## config.mk

```make
export PLATFORM = sky130hd
export DESIGN_NAME = sap_reg_bank
export DESIGN_NICKNAME = d
export VERILOG_FILES = /design/src/rtl/sap_pkg.sv /design/src/rtl/sap_reg_op_unit.sv /design/src/rtl/sap_reg_bank.sv
export SDC_FILE = /design/constraint.sdc
export NUM_CORES = 1
export LEC_CHECK = 0
export CAP_MARGIN = 20
export CORE_UTILIZATION = 47
export CTS_CLUSTER_DIAMETER = 150
export DETAILED_ROUTE_END_ITERATION = 10
export DONT_BUFFER_PORTS = 1
export HOLD_SLACK_MARGIN = 0.15
export REMOVE_ABC_BUFFERS = 1
export SLEW_MARGIN = 10
export SYNTH_ARGS = -nofsm -noshare
export SYNTH_HDL_FRONTEND = slang
export SYNTH_HIERARCHICAL = 1
export SYNTH_SLANG_ARGS = --single-unit
```

## constraint.sdc

```tcl
create_clock -name CLK -period 3.85 [get_ports CLK]
set_input_delay 1.155 -clock CLK [delete_from_list [all_inputs] [get_ports CLK]]
set_output_delay 1.155 -clock CLK [all_outputs]
set_load 0.1 [all_outputs]
```

## src/rtl/sap_pkg.sv

```systemverilog
// Shared opcodes and rotate FSM state for the SAP register bank.
// Pure declarations: no latency, no flow control.
package sap_pkg;
   localparam logic [2:0] OP_NOP  = 3'b000;
   localparam logic [2:0] OP_LOAD = 3'b001;
   localparam logic [2:0] OP_INC  = 3'b010;
   localparam logic [2:0] OP_DEC  = 3'b011;
   localparam logic [2:0] OP_CLR  = 3'b100;
   localparam logic [2:0] OP_ROTL = 3'b101;
   localparam logic [2:0] OP_SHL  = 3'b110;
   localparam logic [2:0] OP_SHR  = 3'b111;

   typedef enum logic {
      ST_IDLE = 1'b0,
      ST_ROT  = 1'b1
   } state_t;
endpackage

```

## src/rtl/sap_reg_op_unit.sv

```systemverilog
// Combinational register op: (op, value, din) -> result, carry, zero; ROTL is a 1-bit step.
// Latency 0; no flow control.
module sap_reg_op_unit
   import sap_pkg::*;
#(
   parameter int WIDTH = 8
) (
   input  logic [2:0]       op,
   input  logic [WIDTH-1:0] value,
   input  logic [WIDTH-1:0] din,
   output logic [WIDTH-1:0] result,
   output logic             carry_out,
   output logic             zero_out
);
   always_comb begin
      result    = value;
      carry_out = 1'b0;
      case (op)
         OP_LOAD: result = din;
         OP_INC:  {carry_out, result} = {1'b0, value} + {{WIDTH{1'b0}}, 1'b1};
         // Borrow from 0 leaves the extra top bit set.
         OP_DEC:  {carry_out, result} = {1'b0, value} - {{WIDTH{1'b0}}, 1'b1};
         OP_CLR:  result = '0;
         OP_ROTL: begin
            result    = {value[WIDTH-2:0], value[WIDTH-1]};
            carry_out = value[WIDTH-1];
         end
         OP_SHL: begin
            result    = {value[WIDTH-2:0], 1'b0};
            carry_out = value[WIDTH-1];
         end
         OP_SHR: begin
            result    = {1'b0, value[WIDTH-1:1]};
            carry_out = value[0];
         end
         default: ;
      endcase
      zero_out = (result == '0);
   end
endmodule

```

## src/rtl/sap_reg_bank.sv

```systemverilog
// Register bank with in-place ops, two combinational read ports and registered zero/carry.
// Single-cycle ops land at the accepting edge; ROTL by k holds busy for k cycles and ignores nL meanwhile.
module sap_reg_bank
   import sap_pkg::*;
#(
   parameter int WIDTH    = 8,
   parameter int NUM_REGS = 4,
   parameter int SEL_W    = $clog2(NUM_REGS),
   parameter int ROT_W    = $clog2(WIDTH)
) (
   input  logic             CLK,
   input  logic             nCLR,
   input  logic             nL,
   input  logic [2:0]       op,
   input  logic [SEL_W-1:0] wsel,
   input  logic [WIDTH-1:0] bin,
   input  logic [SEL_W-1:0] rsel_a,
   input  logic [SEL_W-1:0] rsel_b,
   output logic [WIDTH-1:0] aout,
   output logic [WIDTH-1:0] bout,
   output logic             zero,
   output logic             carry,
   output logic             busy
);
   localparam logic [SEL_W:0] NREG_LIM = (SEL_W+1)'(NUM_REGS);

   logic [WIDTH-1:0] regs [NUM_REGS];
   state_t           state;
   logic [ROT_W-1:0] rot_cnt;
   logic [SEL_W-1:0] rot_sel;

   logic [WIDTH-1:0] wr_cur, rot_cur, unit_val, unit_res;
   logic [2:0]       unit_op;
   logic             unit_carry, unit_zero;
   logic             rotating, wsel_ok, accept, wr_en;
   logic [SEL_W-1:0] wr_sel;
   logic [ROT_W-1:0] rot_amt;

   // Out-of-range selects match no entry and therefore read as zero.
   always_comb begin
      aout    = '0;
      bout    = '0;
      wr_cur  = '0;
      rot_cur = '0;
      for (int i = 0; i < NUM_REGS; i++) begin
         if (rsel_a  == SEL_W'(i)) aout    = regs[i];
         if (rsel_b  == SEL_W'(i)) bout    = regs[i];
         if (wsel    == SEL_W'(i)) wr_cur  = regs[i];
         if (rot_sel == SEL_W'(i)) rot_cur = regs[i];
      end
   end

   assign rotating = (state == ST_ROT);
   assign busy     = rotating;
   assign wsel_ok  = ({1'b0, wsel} < NREG_LIM);
   assign accept   = !nL && !rotating && wsel_ok;
   assign rot_amt  = bin[ROT_W-1:0];
   assign unit_op  = rotating ? OP_ROTL : op;
   assign unit_val = rotating ? rot_cur : wr_cur;
   assign wr_sel   = rotating ? rot_sel : wsel;
   assign wr_en    = rotating || (accept && op != OP_NOP && op != OP_ROTL);

   sap_reg_op_unit #(.WIDTH(WIDTH)) u_op (
      .op        (unit_op),
      .value     (unit_val),
      .din       (bin),
      .result    (unit_res),
      .carry_out (unit_carry),
      .zero_out  (unit_zero)
   );

   always_ff @(posedge CLK or negedge nCLR) begin
      if (!nCLR) begin
         for (int i = 0; i < NUM_REGS; i++) regs[i] <= '0;
      end else if (wr_en) begin
         for (int i = 0; i < NUM_REGS; i++)
            if (wr_sel == SEL_W'(i)) regs[i] <= unit_res;
      end
   end

   always_ff @(posedge CLK or negedge nCLR) begin
      if (!nCLR) begin
         state   <= ST_IDLE;
         rot_cnt <= '0;
         rot_sel <= '0;
         zero    <= 1'b0;
         carry   <= 1'b0;
      end else if (rotating) begin
         rot_cnt <= rot_cnt - ROT_W'(1);
         if (rot_cnt == ROT_W'(1)) begin
            state <= ST_IDLE;
            carry <= unit_carry;
            zero  <= unit_zero;
         end
      end else if (accept) begin
         case (op)
            OP_NOP: ;
            OP_ROTL: begin
               if (rot_amt == '0) begin
                  zero <= (wr_cur == '0);
               end else begin
                  state   <= ST_ROT;
                  rot_cnt <= rot_amt;
                  rot_sel <= wsel;
               end
            end
            default: begin
               carry <= unit_carry;
               zero  <= unit_zero;
            end
         endcase
      end
   end
endmodule

```

Figure 1. Signal wires by layer.
The bar under the picture is 20 um long. Only two layers are drawn.
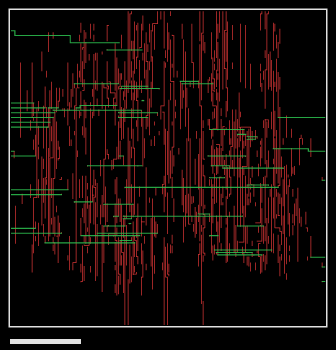
| color | layer | wire length |
|---|---|---|
| green | metal 3 | 591 um |
| red | metal 2 | 4080 um |
GRT Overall Usage: 0.230
WL final: 8.60 mm
post-DR wirelength/cell: 20.3 um

Figure 2. Cell area per tile.
The die is cut into 9 by 9 equal tiles; black is low, pale yellow is high, 0 to 100% covered.
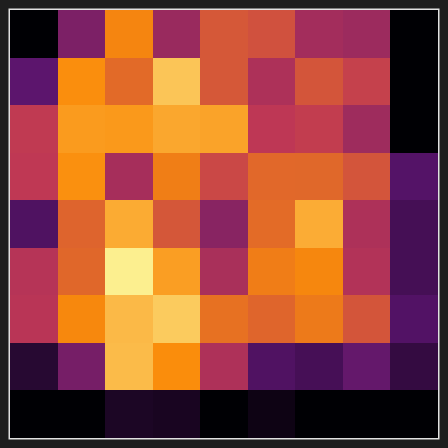
fullest tile: 97%
tiles over 75% full: 19%
nearly empty tiles: 12%
mean over tiles: 47%
emptiest ninth of the die: south-east
core area: 7290 um2
final core occ: 0.526
Initial Util: 0.490

Figure 3. Routing congestion map.
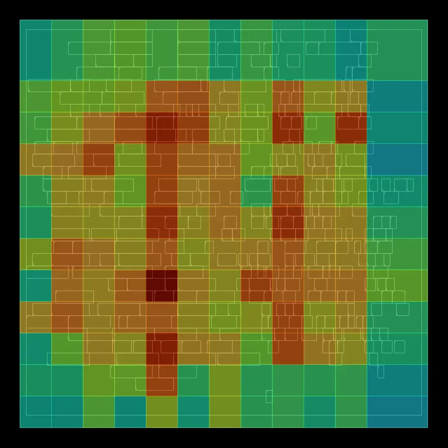
layer with the highest usage: met2
met2 Usage GRT: 0.361
met1 GRT Util: 0.334
GR Util met3: 0.0406

==> impl_metrics.ini <==
; generated from flow reports
[yosys]
synthAoiAreaFrac = 0.149
ys_cells = 319
synth.cellmix.simpleShare = 0.102
ys_ff = 40

[final_timing]
fin_ws_ns = 0.223
worstMarginPinSlew_ns = 0.910
final-max-slew-violation-count = 0

[global_routing]
grt-ovfl-total = 0
grt_pass1_wl_mm = 13.7

[clocking]
clk_latency_ns = 0.30
clockRootBuffer = clkbuf_8
post_cts_resized = 0

[route]
wl_met1_mm = 3.85

[final_layout]
comb_cells = 235
comb_share = 0.619
finalNonFillerCells = 423
layout.area.comb_um2 = 2370

[worst_setup_path]
cp-startpoint = wsel[0]
crit_path_end = zero
path_depth = 13
crit_type = in2reg

[outcome]
status = finished clean
Figure 4. Cell classes on the final placement.
The bar under the picture is 20 um long. Fill, decap, tap and diode cells in gray.
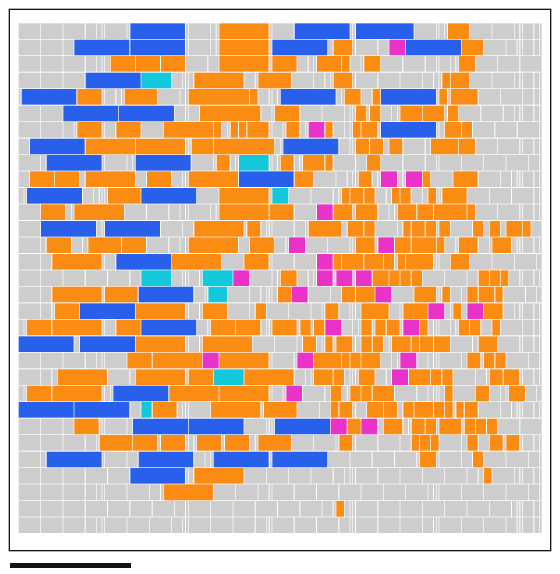
| color | class | cells |
|---|---|---|
| cyan | clock drivers and dummy loads | 8 |
| blue | flops | 40 |
| orange | combinational and other logic | 251 |
| magenta | other buffers and delay cells | 25 |

Figure 5. Where the registers sit.
The bar under the picture is 20 um long. Other sequential cells in the stronger gray, the rest of the logic in the fainter gray.
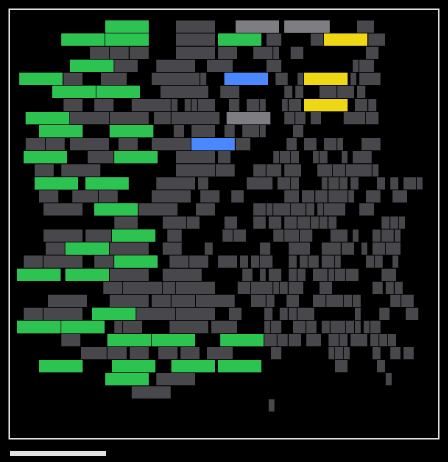
| color | name in the netlist | flops |
|---|---|---|
| green | regs | 32 |
| yellow | rot_cnt | 3 |
| blue | rot_sel | 2 |
register area: 1000 um2
flop share of the area: 0.261

